--- src/rtl/riscv_pkg.sv ---
// riscv_pkg: shared encodings and helpers for the branch sequencing logic.
package riscv_pkg;
   typedef enum logic [1:0] {SNT = 2'b00, WNT = 2'b01, WT = 2'b10, ST = 2'b11} bht_cnt_t;
   localparam logic [6:0] OPC_BRANCH = 7'b1100011;
   localparam logic [31:0] CNT_MAX = 32'hFFFF_FFFF;

   function automatic bht_cnt_t cnt_step(bht_cnt_t c, logic taken);
      return taken ? (c == ST ? ST : bht_cnt_t'(c + 2'd1)) : (c == SNT ? SNT : bht_cnt_t'(c - 2'd1));
   endfunction

   function automatic logic [31:0] sat_inc(logic [31:0] v, logic en);
      return (en && v != CNT_MAX) ? v + 32'd1 : v;
   endfunction
endpackage

--- src/rtl/branch_ctrl_if.sv ---
// branch_ctrl_if: ID/EX branch inputs, fetch redirect and statistics outputs.
interface branch_ctrl_if #(parameter int XLEN = 32);
   logic            id_valid, id_is_branch, id_stall, id_pred_taken;
   logic [XLEN-1:0] id_pc, id_target;
   logic            ex_valid, ex_is_branch, ex_pred_taken, ex_taken;
   logic [XLEN-1:0] ex_pc, ex_target;
   logic            redirect, flush_ifid, flush_idex;
   logic [XLEN-1:0] redirect_pc;
   logic [31:0]     branch_cnt, miss_cnt;

   modport master (
      output id_valid, id_is_branch, id_stall, id_pc, id_target,
      output ex_valid, ex_is_branch, ex_pred_taken, ex_taken, ex_pc, ex_target,
      input  id_pred_taken, redirect, redirect_pc, flush_ifid, flush_idex, branch_cnt, miss_cnt
   );

   modport slave (
      input  id_valid, id_is_branch, id_stall, id_pc, id_target,
      input  ex_valid, ex_is_branch, ex_pred_taken, ex_taken, ex_pc, ex_target,
      output id_pred_taken, redirect, redirect_pc, flush_ifid, flush_idex, branch_cnt, miss_cnt
   );
endinterface

--- src/rtl/branch_bht.sv ---
// branch_bht: bimodal table of 2-bit saturating counters, async read, sync update.
module branch_bht
   import riscv_pkg::*;
#(
   parameter int IDX_W = 4
) (
   input  logic             clk,
   input  logic             rst_n,
   input  logic [IDX_W-1:0] rd_idx,
   output bht_cnt_t         rd_cnt,
   input  logic             upd_valid,
   input  logic [IDX_W-1:0] upd_idx,
   input  logic             upd_taken
);
   bht_cnt_t tbl [2**IDX_W];

   // No bypass: a same-index read during an update sees the old counter.
   assign rd_cnt = tbl[rd_idx];

   always_ff @(posedge clk or negedge rst_n)
      if (!rst_n)
         for (int i = 0; i < 2**IDX_W; i++) tbl[i] <= WNT;
      else if (upd_valid)
         tbl[upd_idx] <= cnt_step(tbl[upd_idx], upd_taken);
endmodule

--- src/rtl/branch_ctrl.sv ---
// branch_ctrl: ID-stage bimodal prediction, EX-stage resolution, redirect/flush
// priority and saturating branch/mispredict statistics.
module branch_ctrl
   import riscv_pkg::*;
#(
   parameter int BHT_IDX_W = 4,
   parameter int XLEN      = 32
) (
   input logic         clk,
   input logic         rst_n,
   branch_ctrl_if.slave bus
);
   logic        ex_resolve, ex_miss, id_hit, id_go;
   bht_cnt_t    id_cnt;
   logic [31:0] branch_cnt, miss_cnt;

   branch_bht #(.IDX_W(BHT_IDX_W)) u_bht (
      .clk       (clk),
      .rst_n     (rst_n),
      .rd_idx    (bus.id_pc[BHT_IDX_W+1:2]),
      .rd_cnt    (id_cnt),
      .upd_valid (ex_resolve),
      .upd_idx   (bus.ex_pc[BHT_IDX_W+1:2]),
      .upd_taken (bus.ex_taken)
   );

   // EX mispredict outranks an ID predicted-taken redirect.
   always_comb begin
      ex_resolve        = bus.ex_valid & bus.ex_is_branch;
      ex_miss           = ex_resolve & (bus.ex_taken != bus.ex_pred_taken);
      id_hit            = bus.id_valid & bus.id_is_branch & (id_cnt inside {WT, ST});
      id_go             = id_hit & ~bus.id_stall;
      bus.id_pred_taken = id_hit;
      bus.redirect      = ex_miss | id_go;
      bus.redirect_pc   = ex_miss ? (bus.ex_taken ? bus.ex_target : bus.ex_pc + XLEN'(4)) :
                          id_go   ? bus.id_target : '0;
      bus.flush_ifid    = ex_miss | id_go;
      bus.flush_idex    = ex_miss;
   end

   always_ff @(posedge clk or negedge rst_n)
      if (!rst_n) begin
         branch_cnt <= '0;
         miss_cnt   <= '0;
      end else begin
         branch_cnt <= sat_inc(branch_cnt, ex_resolve);
         miss_cnt   <= sat_inc(miss_cnt, ex_miss);
      end

   assign bus.branch_cnt = branch_cnt;
   assign bus.miss_cnt   = miss_cnt;
endmodule
--- src/flat_wrapper.sv ---
// flat-port wrapper written by rule: the top's interface ports become plain ports
module branch_ctrl_flat import riscv_pkg::*;
#(
   parameter int BHT_IDX_W = 4,
   parameter int XLEN      = 32
)
  (clk, rst_n, bus_id_valid, bus_id_is_branch, bus_id_stall, bus_id_pc, bus_id_target, bus_ex_valid, bus_ex_is_branch, bus_ex_pred_taken, bus_ex_taken, bus_ex_pc, bus_ex_target, bus_id_pred_taken, bus_redirect, bus_redirect_pc, bus_flush_ifid, bus_flush_idex, bus_branch_cnt, bus_miss_cnt);
  branch_ctrl_if #(.XLEN(XLEN)) bus_i ();
  input logic clk;
  input logic rst_n;
  input wire logic [$bits(bus_i.id_valid)-1:0] bus_id_valid;
  input wire logic [$bits(bus_i.id_is_branch)-1:0] bus_id_is_branch;
  input wire logic [$bits(bus_i.id_stall)-1:0] bus_id_stall;
  input wire logic [$bits(bus_i.id_pc)-1:0] bus_id_pc;
  input wire logic [$bits(bus_i.id_target)-1:0] bus_id_target;
  input wire logic [$bits(bus_i.ex_valid)-1:0] bus_ex_valid;
  input wire logic [$bits(bus_i.ex_is_branch)-1:0] bus_ex_is_branch;
  input wire logic [$bits(bus_i.ex_pred_taken)-1:0] bus_ex_pred_taken;
  input wire logic [$bits(bus_i.ex_taken)-1:0] bus_ex_taken;
  input wire logic [$bits(bus_i.ex_pc)-1:0] bus_ex_pc;
  input wire logic [$bits(bus_i.ex_target)-1:0] bus_ex_target;
  output wire logic [$bits(bus_i.id_pred_taken)-1:0] bus_id_pred_taken;
  output wire logic [$bits(bus_i.redirect)-1:0] bus_redirect;
  output wire logic [$bits(bus_i.redirect_pc)-1:0] bus_redirect_pc;
  output wire logic [$bits(bus_i.flush_ifid)-1:0] bus_flush_ifid;
  output wire logic [$bits(bus_i.flush_idex)-1:0] bus_flush_idex;
  output wire logic [$bits(bus_i.branch_cnt)-1:0] bus_branch_cnt;
  output wire logic [$bits(bus_i.miss_cnt)-1:0] bus_miss_cnt;
  assign bus_i.id_valid = bus_id_valid;
  assign bus_i.id_is_branch = bus_id_is_branch;
  assign bus_i.id_stall = bus_id_stall;
  assign bus_i.id_pc = bus_id_pc;
  assign bus_i.id_target = bus_id_target;
  assign bus_i.ex_valid = bus_ex_valid;
  assign bus_i.ex_is_branch = bus_ex_is_branch;
  assign bus_i.ex_pred_taken = bus_ex_pred_taken;
  assign bus_i.ex_taken = bus_ex_taken;
  assign bus_i.ex_pc = bus_ex_pc;
  assign bus_i.ex_target = bus_ex_target;
  assign bus_id_pred_taken = bus_i.id_pred_taken;
  assign bus_redirect = bus_i.redirect;
  assign bus_redirect_pc = bus_i.redirect_pc;
  assign bus_flush_ifid = bus_i.flush_ifid;
  assign bus_flush_idex = bus_i.flush_idex;
  assign bus_branch_cnt = bus_i.branch_cnt;
  assign bus_miss_cnt = bus_i.miss_cnt;
  branch_ctrl #(.BHT_IDX_W(BHT_IDX_W), .XLEN(XLEN)) u_core (.clk(clk), .rst_n(rst_n), .bus(bus_i));
endmodule
--- config.mk ---
export PLATFORM = sky130hd
export DESIGN_NAME = branch_ctrl_flat
export DESIGN_NICKNAME = d
export VERILOG_FILES = /design/src/rtl/riscv_pkg.sv /design/src/rtl/branch_ctrl_if.sv /design/src/rtl/branch_bht.sv /design/src/rtl/branch_ctrl.sv /design/src/flat_wrapper.sv
export SDC_FILE = /design/constraint.sdc
export NUM_CORES = 1
export LEC_CHECK = 0
export CORE_MARGIN = 1.5
export CORE_UTILIZATION = 35
export DETAILED_ROUTE_END_ITERATION = 12
export PLACE_DENSITY = 0.69
export REMOVE_ABC_BUFFERS = 1
export SLEW_MARGIN = 20
export SYNTH_ARGS = -nofsm -noshare
export SYNTH_HDL_FRONTEND = slang
export SYNTH_SLANG_ARGS = --single-unit
--- constraint.sdc ---
create_clock -name clk -period 1.9 [get_ports clk]
set_input_delay 0.19 -clock clk [delete_from_list [all_inputs] [get_ports clk]]
set_output_delay 0.19 -clock clk [all_outputs]
set_load 0.02 [all_outputs]
==> impl_metrics.json, run 1 <==
{
  "nWellTaps": 220,
  "cts_buffer_depth": 2,
  "holdCritPathClass": "primary input to async pin",
  "flop_area_mm2": 0.00242,
  "cts_max_level": 3,
  "synth_instances": 624,
  "post_cts.resized_instances": 275,
  "dp_hpwl_mm": 15.2,
  "layout.nets": 1110,
  "synth.distinct_cells": 47,
  "hold_viol": 0,
  "r2r.worst_path.cells": 6,
  "postCtsHoldBufs": 1,
  "cts_num_sinks": 96,
  "clk_root_buffer_cell": "sky130_fd_sc_hd__clkbuf_16",
  "cp.depth": 7,
  "drv.max_cap_violation_count": 0,
  "final-instance-count-excl-fill": 1192,
  "n_fill_cell": 1381,
  "seq_power_mw": 2.46,
  "num_io_pins": 237,
  "r2r-end": "u_core.bus.branch_cnt[1]",
  "worst_setup_path_endpoint": "bus_redirect_pc[14]",
  "comb-power_mw": 2.05,
  "final_core_util_pct": 62.0,
  "syn_avg_cell_area_um2": 9.59,
  "biggestCellCategory": "combinational gates",
  "yosysChipArea_mm2": 0.00598,
  "drt-total-wl_mm": 20.9,
  "globalRoute.totalOverflow": 0,
  "startpoint_type": "flop",
  "timing.setup.tns_ns": -33.14,
  "combinational_fraction_of_design_power_pct": 31.6,
  "switching_power_mw": 1.87,
  "synth-seq-area-share_pct": 40.5,
  "tool_warnings": 58,
  "globalplace.congestion": 0.942,
  "dpl_cells": 1152,
  "required_time_of_the_worst_setup_path_ns": 1.71,
  "combAreaFraction_pct": 37.8,
  "cp_top_family": "multiplexers",
  "final-clk-cell-share_pct": 3.12,
  "clkbuf_count": 11,
  "detailedPlace.worstSlack_ns": -1.35,
  "total_power_mw": 6.49,
  "die-area_mm2": 0.0179,
  "timing.critical_path.arrival_ns": 2.50,
  "total_of_endpoints_with_negative_setup_slack_in_the_final_report": 103,
  "grt_usage_pct": 23.1,
  "p_leak_nw": 4.64,
  "fp.dieH_um": 134,
  "critical_path.max_fanout": 16,
  "cts_tree": "built",
  "crit_chain": "mux4_2 > mux4_2 > nand4b_4 > nor2_4 > buf_12 > a22o_1 > buf_2",
  "switching_share_pct": 28.8,
  "power_per_cell_area_mw_per_mm2": 630,
  "final.signal_buffer_count": 360,
  "enable_flop_cells": 0,
  "max_slew_margin_pct": 56.3,
  "layout.buffer.nonclock.area_share_pct": 32.1,
  "max_stage_delay_ns": 0.55,
  "yosysCellCount": 624,
  "grtUsageMet2_pct": 39.4,
  "setup.worst_path.start": "u_core.u_bht.tbl[1]",
  "drt.antenna.violating_nets": 0,
  "period_minus_slack_ns": 2.69,
  "timing.critical_path.buf_inv": 2,
  "antenna_found_initial": 0,
  "layout.comb_gates.multi_input": 480,
  "post-cts-setup-buffer-count": 13,
  "nNonClkInverters": 20,
  "layout.cells.most_common_list": "sky130_fd_sc_hd__clkdlybuf4s50_1, sky130_fd_sc_hd__buf_4, sky130_fd_sc_hd__dfrtp_1",
  "seq_area_share_pct": 23.5,
  "regToRegStartpoint": "u_core.bus.branch_cnt[0]",
  "vias_per_cell": 5.05,
  "layout.cells.most_common": "sky130_fd_sc_hd__clkdlybuf4s50_1",
  "die_width_um": 134,
  "insertedDiodeCount": 0,
  "status": "complete, but fails checks",
  "grt_first_pass_wirelength_mm": 32.7,
  "skew_ns": 0.0109,
  "place_area_mm2": 0.00924,
  "wl_per_cell_um": 17.5,
  "maxSlewViolCount": 0,
  "internal-power_mw": 4.62,
  "setup_slack_ns": -0.794,
  "hold-worst-slack_ns": 0.307,
  "portBuffers": 208,
  "cts_made_buffers": 9,
  "power.clock.total_mw": 1.98,
  "route.detailed.drc": 0,
  "critical_path_class": "flop to output port",
  "detail_route.iter0.violations": 221,
  "synth_async_sr_flop_share_pct": 100,
  "worst_path_most_repeated_cell": "sky130_fd_sc_hd__mux4_2",
  "ff_type": "sky130_fd_sc_hd__dfrtp_1",
  "dominant_power_group": "sequential cells",
  "core_util_floorplan_pct": 36.0,
  "worst_skew_pair.late_latency_ns": 0.34,
  "sequentialPowerShare_pct": 37.9,
  "vias": 6021,
  "globalRoute.busiestLayer": "met2",
  "slowest_stage": "sky130_fd_sc_hd__mux4_2",
  "pin_count_of_the_biggest_net_entering_global_routing": 58,
  "fmaxAchievable_mhz": 371,
  "final.period_utilization_pct": 142,
  "drtPass1Iterations": 4,
  "first_global_vias": 6289,
  "comb_area_mm2": 0.00390,
  "regToRegSetupSlack_ns": -0.23,
  "tightest_slew_ns": 0.655,
  "layout.sequential_cells": 96,
  "final_layout_size_suffix_gt1_share_pct": 37.0,
  "relative_contribution_of_the_clock_network_to_total_power_pct": 30.5,
  "violations": "negative setup slack",
  "grt_use_met1_pct": 28.9,
  "yosys_warnings": 0,
  "rsz0062_at_grt": "true",
  "mappedNetlistArea_mm2": 0.00598,
  "areaGrowthSynthToFinish_pct": 72.3,
  "kind_of_capture_point_of_the_worst_setup_path": "output port"
}
==> run 1: synth_stat cells (8+ instances only) <==
library cell / count / area share, %
sky130_fd_sc_hd__and2_1: 9 / 0.94
sky130_fd_sc_hd__mux4_2: 12 / 4.5
sky130_fd_sc_hd__and3_1: 21 / 2.2
sky130_fd_sc_hd__inv_1: 19 / 1.2
sky130_fd_sc_hd__o21ai_0: 23 / 1.9
sky130_fd_sc_hd__mux2i_1: 8 / 1.3
sky130_fd_sc_hd__nand2_1: 88 / 5.5
sky130_fd_sc_hd__nand3_1: 35 / 2.9
sky130_fd_sc_hd__xor2_1: 34 / 5.0
sky130_fd_sc_hd__o21ai_1: 9 / 0.75
sky130_fd_sc_hd__dfrtp_1: 80 / 33
sky130_fd_sc_hd__mux2_2: 34 / 6.4
sky130_fd_sc_hd__and4_1: 10 / 1.5
sky130_fd_sc_hd__a21oi_1: 18 / 1.5
sky130_fd_sc_hd__xnor2_1: 55 / 8.1
sky130_fd_sc_hd__nor2_1: 32 / 2.0
sky130_fd_sc_hd__nor3_1: 20 / 1.7
sky130_fd_sc_hd__clkbuf_1: 18 / 1.1
sky130_fd_sc_hd__dfstp_2: 16 / 7.0
sky130_fd_sc_hd__nand4_1: 30 / 3.1
==> run 1: metal layers <==
metal	vias up	part of all wire (%)	wire, um
met4	0	1.8	376
li1	2895	-	-
met3	29	7.8	1630
met5	-	0	0
met1	2873	42	8700
met2	224	49	10200
==> run 1: sequential cells by signal, summed over array words and instances (netlist names) <==
name and count:
u_core.u_bht.tbl 32, u_core.bus.miss_cnt 32, u_core.bus.branch_cnt 32
==> run 1: cell families after synthesis <==
family	synth area share, %
adders and majority gates	1.63
DFF	40.5
muxes	12.7
AOI/OAI and AO/OA	6.29
xor gates and xnor gates	13.0
and+or+nand+nor	22.2
buffers and inverters	3.70
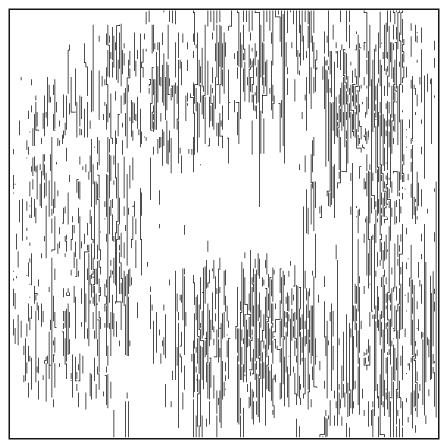
Fig. 1. M2 wires (run 1).
nets with wire on the layer	960
main direction	vertical
wire length on this layer	10200 um
share of all routed wire	49%

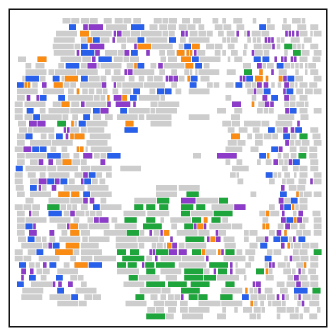
Fig. 2. Gate families picked out (run 1).
colour	family	cells
orange	NOR gates	60
blue	XOR/XNOR gates	89
purple	NAND gates	156
green	multiplexers	55

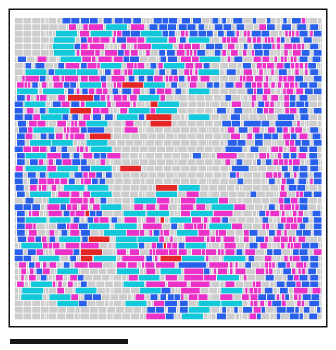
Fig. 3. Placement by cell class (run 1).
Scale bar: 50 um. Fill, decap, tap and diode cells in grey.
colour	class	cells	share of their area
cyan	flip-flops	96	24%
red	clock drivers and dummy loads	16	3.2%
blue	other buffers and delay cells	360	33%
magenta	all other logic	500	40%
Floorplan Core Area: 0.0166 mm^2
Core Rows: 47
final instance area: 0.0103 mm^2

Fig. 4: run 1, cell sizes after repair
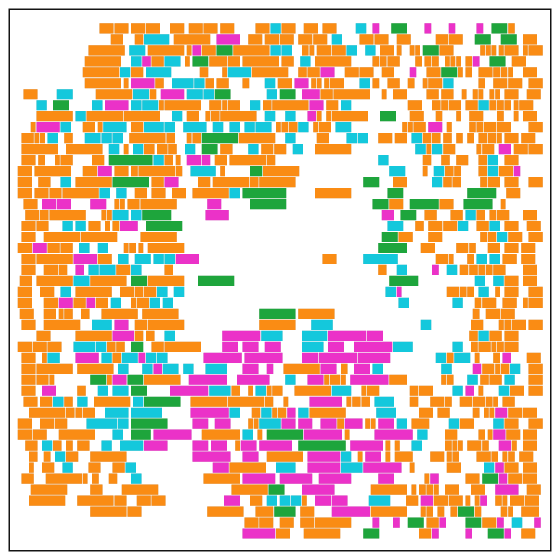

==> run 1 -> run 2 <==
--- a/config.mk
+++ b/config.mk
@@ -5,10 +5,11 @@
 export SDC_FILE = /design/constraint.sdc
 export NUM_CORES = 1
 export LEC_CHECK = 0
+export ABC_AREA = 1
 export CORE_MARGIN = 1.5
 export CORE_UTILIZATION = 35
 export DETAILED_ROUTE_END_ITERATION = 12
-export PLACE_DENSITY = 0.69
+export PLACE_DENSITY_LB_ADDON = 0.1
 export REMOVE_ABC_BUFFERS = 1
 export SLEW_MARGIN = 20
 export SYNTH_ARGS = -nofsm -noshare
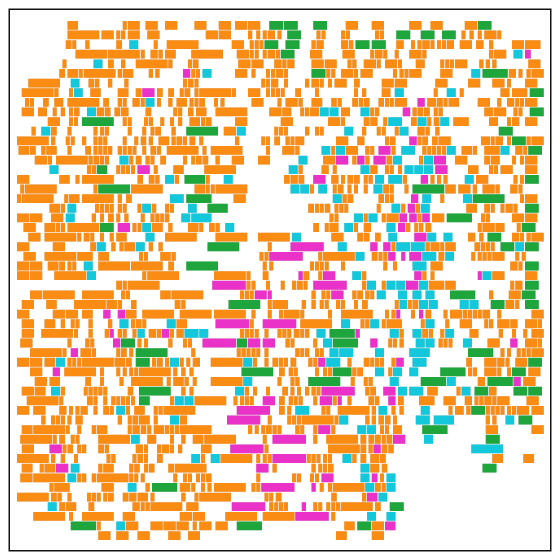
Fig. 5. Cell sizes after repair (run 2).
colour	size	cells
magenta	drive 2	86
orange	drive 1 or less	1300
green	drive 6 and up	76
cyan	drive 3 to 4	163
area added between synthesis and finish: 55.5%
Buffers, non-clock: 374
final instance area: 0.0122 mm^2
final setup slack of the worst path: -0.224 ns

==> impl_metrics.json, run 2 <==
{
  "grt_usage_pct": 23.4,
  "required_time_of_the_worst_setup_path_ns": 1.71,
  "layout.nets": 1763,
  "yosysChipArea_mm2": 0.00783,
  "num_io_pins": 237,
  "regToRegSetupSlack_ns": 0.09,
  "cts_tree": "built",
  "fp.dieH_um": 153,
  "grtUsageMet2_pct": 40.2,
  "yosysCellCount": 1275,
  "holdCritPathClass": "primary input to async pin",
  "max_slew_margin_pct": 70.4,
  "ff_type": "sky130_fd_sc_hd__dfrtp_1",
  "r2r.worst_path.cells": 15,
  "regToRegStartpoint": "u_core.u_bht.tbl[21]",
  "antenna_found_initial": 1,
  "detail_route.iter0.violations": 494,
  "synth.top_cell.area_share_pct": 25.6,
  "final.period_utilization_pct": 112,
  "timing.critical_path.buf_inv": 4,
  "synth_async_sr_flop_share_pct": 100,
  "synth_instances": 1275,
  "critical_path_class": "flop to output port",
  "grt_first_pass_wirelength_mm": 44.8,
  "die-area_mm2": 0.0233,
  "power_per_cell_area_mw_per_mm2": 639,
  "total_of_endpoints_with_negative_setup_slack_in_the_final_report": 35,
  "timing.setup.tns_ns": -6.00,
  "wl_met3_mm": 1.48,
  "grt_use_met1_pct": 30.6,
  "enable_flop_cells": 0,
  "core_mm2": 0.0219,
  "highest-signal-layer": "met4",
  "combinational_fraction_of_design_power_pct": 40.8,
  "yosys_warnings": 0,
  "cts_buffer_depth": 2,
  "floorplan.rows": 54,
  "die_width_um": 153,
  "p_leak_nw": 5.80,
  "vias_per_cell": 4.84,
  "max_stage_delay_ns": 0.40,
  "internal-power_mw": 4.90,
  "drt-total-wl_mm": 28.3,
  "maxSlewViolCount": 0,
  "synth-seq-area-share_pct": 30.9,
  "first_global_vias": 8909,
  "portBuffers": 208,
  "power.clock.total_mw": 1.88,
  "seq_power_mw": 2.73,
  "relative_contribution_of_the_clock_network_to_total_power_pct": 24.2,
  "reg_top3": "u_core.bus.branch_cnt x32, u_core.bus.miss_cnt x32, u_core.u_bht.tbl x32",
  "r2r-end": "u_core.u_bht.tbl[4]",
  "layout.cells.most_common": "sky130_fd_sc_hd__nand2_1",
  "drtPass1Iterations": 5,
  "globalRoute.busiestLayer": "met2",
  "vias": 9218,
  "violations": "negative setup slack",
  "core_util_floorplan_pct": 35.8,
  "period_minus_slack_ns": 2.12,
  "status": "complete, but fails checks",
  "startpoint_type": "flop",
  "critical_path.max_fanout": 7,
  "clk_root_buffer_cell": "sky130_fd_sc_hd__clkbuf_16",
  "cts_num_sinks": 96,
  "drv.max_cap_violation_count": 0,
  "hold-worst-slack_ns": 0.304,
  "wl_met1_mm": 12.7,
  "kind_of_capture_point_of_the_worst_setup_path": "output port",
  "synth.most_common_cell": "sky130_fd_sc_hd__nand2_1",
  "switching_power_mw": 2.88,
  "sequentialPowerShare_pct": 35.1,
  "drt.antenna.violating_nets": 0,
  "crit_chain": "inv_2 > a21oi_1 > o21ai_1 > nand3_1 > nand3b_1 > nand2_4 > buf_12 > clkbuf_16 > nand4_1 > nand2_1 > buf_6",
  "globalRoute.totalOverflow": 0,
  "dp_hpwl_mm": 21.4,
  "setup_slack_ns": -0.224,
  "pin_count_of_the_biggest_net_entering_global_routing": 44,
  "total_power_mw": 7.78,
  "final_layout_size_suffix_gt1_share_pct": 20.0,
  "final_core_util_pct": 55.6,
  "yosysTopAreaCell": "sky130_fd_sc_hd__dfrtp_1",
  "detailedPlace.worstSlack_ns": -0.800,
  "slowest_stage": "sky130_fd_sc_hd__dfrtp_1",
  "post_synth_main_area_contributors": "sky130_fd_sc_hd__dfrtp_1, sky130_fd_sc_hd__nand2_1, sky130_fd_sc_hd__nor2_1",
  "comb-power_mw": 3.17,
  "synth.distinct_cells": 34
}
[run 2: cell types whose count changed after synthesis, moves of 21 or more]
cell,before,now
sky130_fd_sc_hd__inv_1,19,157
sky130_fd_sc_hd__nand3_1,35,72
sky130_fd_sc_hd__and3_1,21,0
sky130_fd_sc_hd__xnor2_1,55,14
sky130_fd_sc_hd__nand2_1,88,434
sky130_fd_sc_hd__nand4_1,30,54
sky130_fd_sc_hd__mux2_2,34,0
sky130_fd_sc_hd__nor2_1,32,202
[run 2: how the worst max path moves through the flow]
stage / slack (ns) / end / startpoint / depth (start not counted)
finish: -0.22 / bus_redirect_pc[3] / u_core.u_bht.tbl[17] / 11
global route: -0.32 / bus_redirect_pc[25] / u_core.u_bht.tbl[21] / 11
CTS: -0.20 / bus_redirect_pc[14] / u_core.u_bht.tbl[21] / 11
detailed placement: -0.80 / bus_redirect_pc[22] / bus_ex_pc[2] / 13
global placement: -0.79 / bus_redirect_pc[22] / bus_ex_pc[2] / 13
floorplan: -1.87 / u_core.bus.miss_cnt[13] / u_core.bus.miss_cnt[0] / 8
[run 2: area by class of cell]
class,count,area [um^2],share of cell area [%]
clock buffer,9,225,1.85
antenna,1,2.50,0.0206
sequential,96,2420,19.9
timing repair buffer,374,3620,29.8
tap,280,350,2.88
multi-input combinational,977,4850,39.9
clock inverter,7,81.3,0.668
inverter,162,617,5.07
[run 2: repair_timing]
action	CTS	global route
resized	263	54
hold buffers	1	0
endpoints found under the hold margin	25	0
cloned	2	4
endpoints found under the setup margin	36	98
setup buffers	7	8
pin swaps	13	23
[run 2: logic make-up after synthesis]
group,share of synthesized area (%)
flip-flops,30.9
AND/OR/NAND/NOR,45.1
buffers and inverters,10.8
XOR/XNOR,6.60
adder cells (fa/ha/maj),0.959
AND-OR/OR-AND,5.55
Fig. 6: run 2, M2 wires
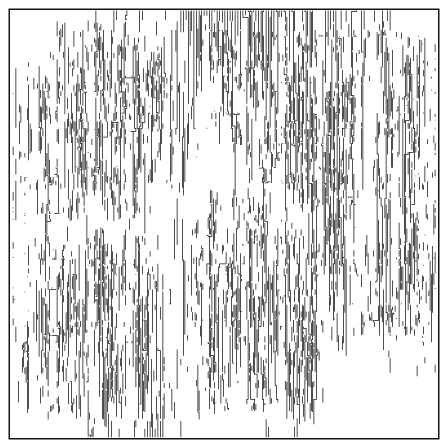

==> run 2 -> run 3 <==
--- a/config.mk
+++ b/config.mk
@@ -9,7 +9,7 @@
 export CORE_MARGIN = 1.5
 export CORE_UTILIZATION = 35
 export DETAILED_ROUTE_END_ITERATION = 12
-export PLACE_DENSITY_LB_ADDON = 0.1
+export PLACE_DENSITY = 0.76
 export REMOVE_ABC_BUFFERS = 1
 export SLEW_MARGIN = 20
 export SYNTH_ARGS = -nofsm -noshare
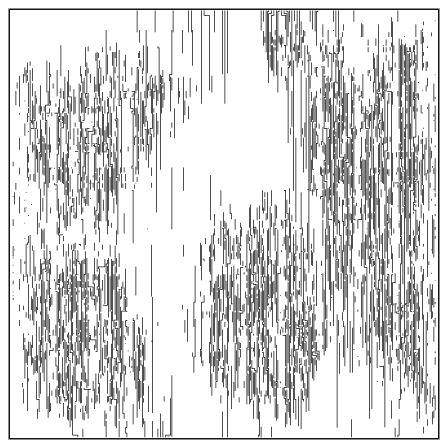
Fig. 7. M2 wires (run 3).
main direction	vertical
share of all routed wire	50%
longest straight run	78.5 um
Routed WL: 29.0 mm
vias after detailed routing: 9723
global-route track usage on met2: 43.1%

==> impl_metrics.json, run 3 <==
{
  "synth-seq-area-share_pct": 30.9,
  "hold_viol": 0,
  "drt.antenna.violating_nets": 0,
  "ff_type": "sky130_fd_sc_hd__dfrtp_1",
  "skew_ns": 0.0113,
  "total_of_endpoints_with_negative_setup_slack_in_the_final_report": 67,
  "dpl_cells": 1871,
  "enable_flop_cells": 0,
  "die-area_mm2": 0.0233,
  "dp_hpwl_mm": 21.3,
  "violations": "negative setup slack",
  "first_global_vias": 9248,
  "kind_of_capture_point_of_the_worst_setup_path": "output port",
  "synth_instances": 1275,
  "synth.most_common_cell": "sky130_fd_sc_hd__nand2_1",
  "final-instance-count-excl-fill": 1910,
  "met3_use_gr_pct": 3.21,
  "regToRegStartpoint": "u_core.u_bht.tbl[29]",
  "floorplan.rows": 54,
  "num_io_pins": 237,
  "pin_count_of_the_biggest_net_entering_global_routing": 45,
  "r2r.worst_path.cells": 17,
  "wl_per_cell_um": 15.2,
  "maxSlewViolCount": 0,
  "layout.nets": 1767,
  "fmaxAchievable_mhz": 463,
  "route.detailed.drc": 0,
  "wl_met1_mm": 11.6,
  "grt_usage_pct": 23.8,
  "yosys_warnings": 0,
  "yosysCellCount": 1275,
  "reg_top3": "u_core.bus.branch_cnt x32, u_core.bus.miss_cnt x32, u_core.u_bht.tbl x32",
  "yosysChipArea_mm2": 0.00783,
  "critical_path_class": "flop to output port",
  "r2r-end": "u_core.u_bht.tbl[14]",
  "syn_avg_cell_area_um2": 6.14,
  "grt_first_pass_wirelength_mm": 45.7,
  "crit_chain": "inv_2 > a21oi_2 > o21ai_1 > nand3_1 > nand3b_1 > nand2_4 > buf_12 > buf_16 > nand4_1 > nand2_2 > buf_6",
  "detail_route.iter0.violations": 652,
  "synth.top_cell.area_share_pct": 25.6,
  "cts_num_sinks": 96,
  "layout.cells.most_common": "sky130_fd_sc_hd__nand2_1",
  "holdCritPathClass": "primary input to async pin",
  "startpoint_type": "flop",
  "post_synth_most_frequent_cells": "sky130_fd_sc_hd__nand2_1, sky130_fd_sc_hd__nor2_1, sky130_fd_sc_hd__inv_1",
  "regToRegSetupSlack_ns": -0.21,
  "wl_met3_mm": 1.91,
  "required_time_of_the_worst_setup_path_ns": 1.71,
  "clk_root_buffer_cell": "sky130_fd_sc_hd__clkbuf_16",
  "status": "complete, but fails checks",
  "met2_wirelength_mm": 14.4,
  "fp.dieH_um": 153,
  "setup_slack_ns": -0.258,
  "slowest_stage": "sky130_fd_sc_hd__dfrtp_1",
  "period_minus_slack_ns": 2.16,
  "cts_buffer_depth": 2,
  "cts_made_buffers": 9,
  "core_util_floorplan_pct": 35.8,
  "grt_use_met1_pct": 28.5,
  "critical_path.max_fanout": 6,
  "rsz0062_at_grt": "true",
  "worst_skew_pair.late_latency_ns": 0.34,
  "final_layout_size_suffix_gt1_share_pct": 22.9,
  "core_mm2": 0.0219,
  "layout.cells.most_common_list": "sky130_fd_sc_hd__nand2_1, sky130_fd_sc_hd__nor2_1, sky130_fd_sc_hd__clkdlybuf4s50_1",
  "tightest_slew_ns": 0.609,
  "p_leak_nw": 5.87,
  "drtPass1Iterations": 6,
  "synth_flops": 96,
  "globalplace.congestion": 0.950,
  "worst_setup_path_endpoint": "bus_redirect_pc[5]",
  "synth.distinct_cells": 34,
  "hold-worst-slack_ns": 0.380,
  "clk_pin_slew_ns": 0.07,
  "mappedNetlistArea_mm2": 0.00783,
  "globalRoute.totalOverflow": 0,
  "final.period_utilization_pct": 114,
  "power_per_cell_area_mw_per_mm2": 650,
  "vdd_ir_drop_max_mv": 0.706,
  "timing.critical_path.arrival_ns": 1.97,
  "cts_max_level": 3,
  "antenna_found_initial": 1,
  "max_stage_delay_ns": 0.37,
  "max_slew_margin_pct": 59.4,
  "post_synth_main_area_contributors": "sky130_fd_sc_hd__dfrtp_1, sky130_fd_sc_hd__nand2_1, sky130_fd_sc_hd__nor2_1",
  "vias_per_cell": 5.09,
  "die_width_um": 153,
  "highest-signal-layer": "met4",
  "yosysTopAreaCell": "sky130_fd_sc_hd__dfrtp_1",
  "drv.max_cap_violation_count": 0,
  "setup.worst_path.start": "u_core.u_bht.tbl[29]",
  "cts_tree": "built",
  "portBuffers": 208,
  "areaGrowthSynthToFinish_pct": 57.8,
  "globalRoute.busiestLayer": "met2",
  "tool_warnings": 58,
  "synth_async_sr_flop_share_pct": 100
}
==> run 3: kinds of logic (layout without fill, tap and decap cells) <==
logic type               after synthesis  after routing  synth area share (%)
AND/OR/NAND/NOR                      834            836                  45.1
buffers and inverters                203            555                  10.8
flip-flops                            96             96                  30.9
AND-OR/OR-AND                         77             77                  5.55
XOR/XNOR                              59             59                  6.60
adder cells (fa/ha/maj)                6              6                 0.959
other                                  0              1                     0
==> run 3: through the flow <==
| step | util [%] | setup TNS [ns] | total power [mW] | cell area, um^2 | setup WS [ns] |
|---|---|---|---|---|---|
| after floorplan | - | -50.07 | 4.05 | 7590 | -1.87 |
| after global placement | 51.3 | -34.92 | 5.59 | 11200 | -0.765 |
| after detailed placement | 51.3 | -36.75 | 5.63 | 11200 | -0.782 |
| after CTS | 54.8 | -3.93 | 7.88 | 12000 | -0.240 |
| after global routing | 56.4 | -18.58 | 8.46 | 12400 | -0.367 |
| final | 56.4 | -10.09 | 8.04 | 12400 | -0.258 |
==> run 3: area by class of cell <==
type,count,area [um^2]
multi-input cells,978,5040
diodes,1,2.50
clock buffers,11,253
clock inverters,5,86.3
inverters,162,622
well taps,280,350
repair buffers,377,3580
fillers,1995,9530
flip-flops and latches,96,2420
==> run 3: worst max-delay path, delay by kind of cell, from the launching register on <==
kind	cells	cell delay, ns
compound gates	2	0.21
flops	1	0.37
simple gates	5	0.61
buf+inv	4	0.44
==> run 3: report_power, final <==
group | internal (mW) | switching [mW]
Sequential | 2.44 | 0.291
Combinational | 1.51 | 1.74
Clock | 1.24 | 0.822
==> run 3: repair_timing <==
action | CTS | global route
cloned | 5 | 1
pin swaps | 30 | 25
gates resized | 299 | 88
endpoints found under the setup margin | 52 | 119
hold buffers | 1 | 0
hold endpoints to repair | 24 | 0
setup buffers | 9 | 8

==> notes/layouts.md <==
Pictures saved along the way, in no particular order.

Clock nets.
picture 1
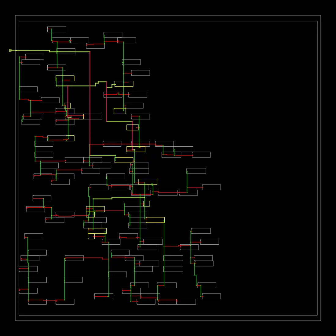
picture 2
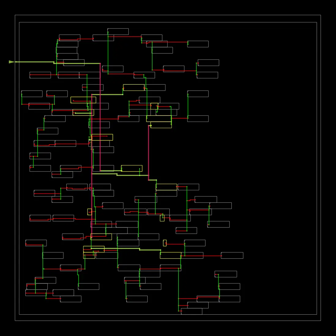
picture 3
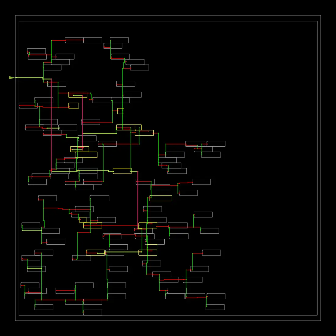
For run 3, see picture 3.
For run 1, see picture 2.
For run 2, see picture 1.

No activity file was given, so power comes from the tool's default toggle rates.
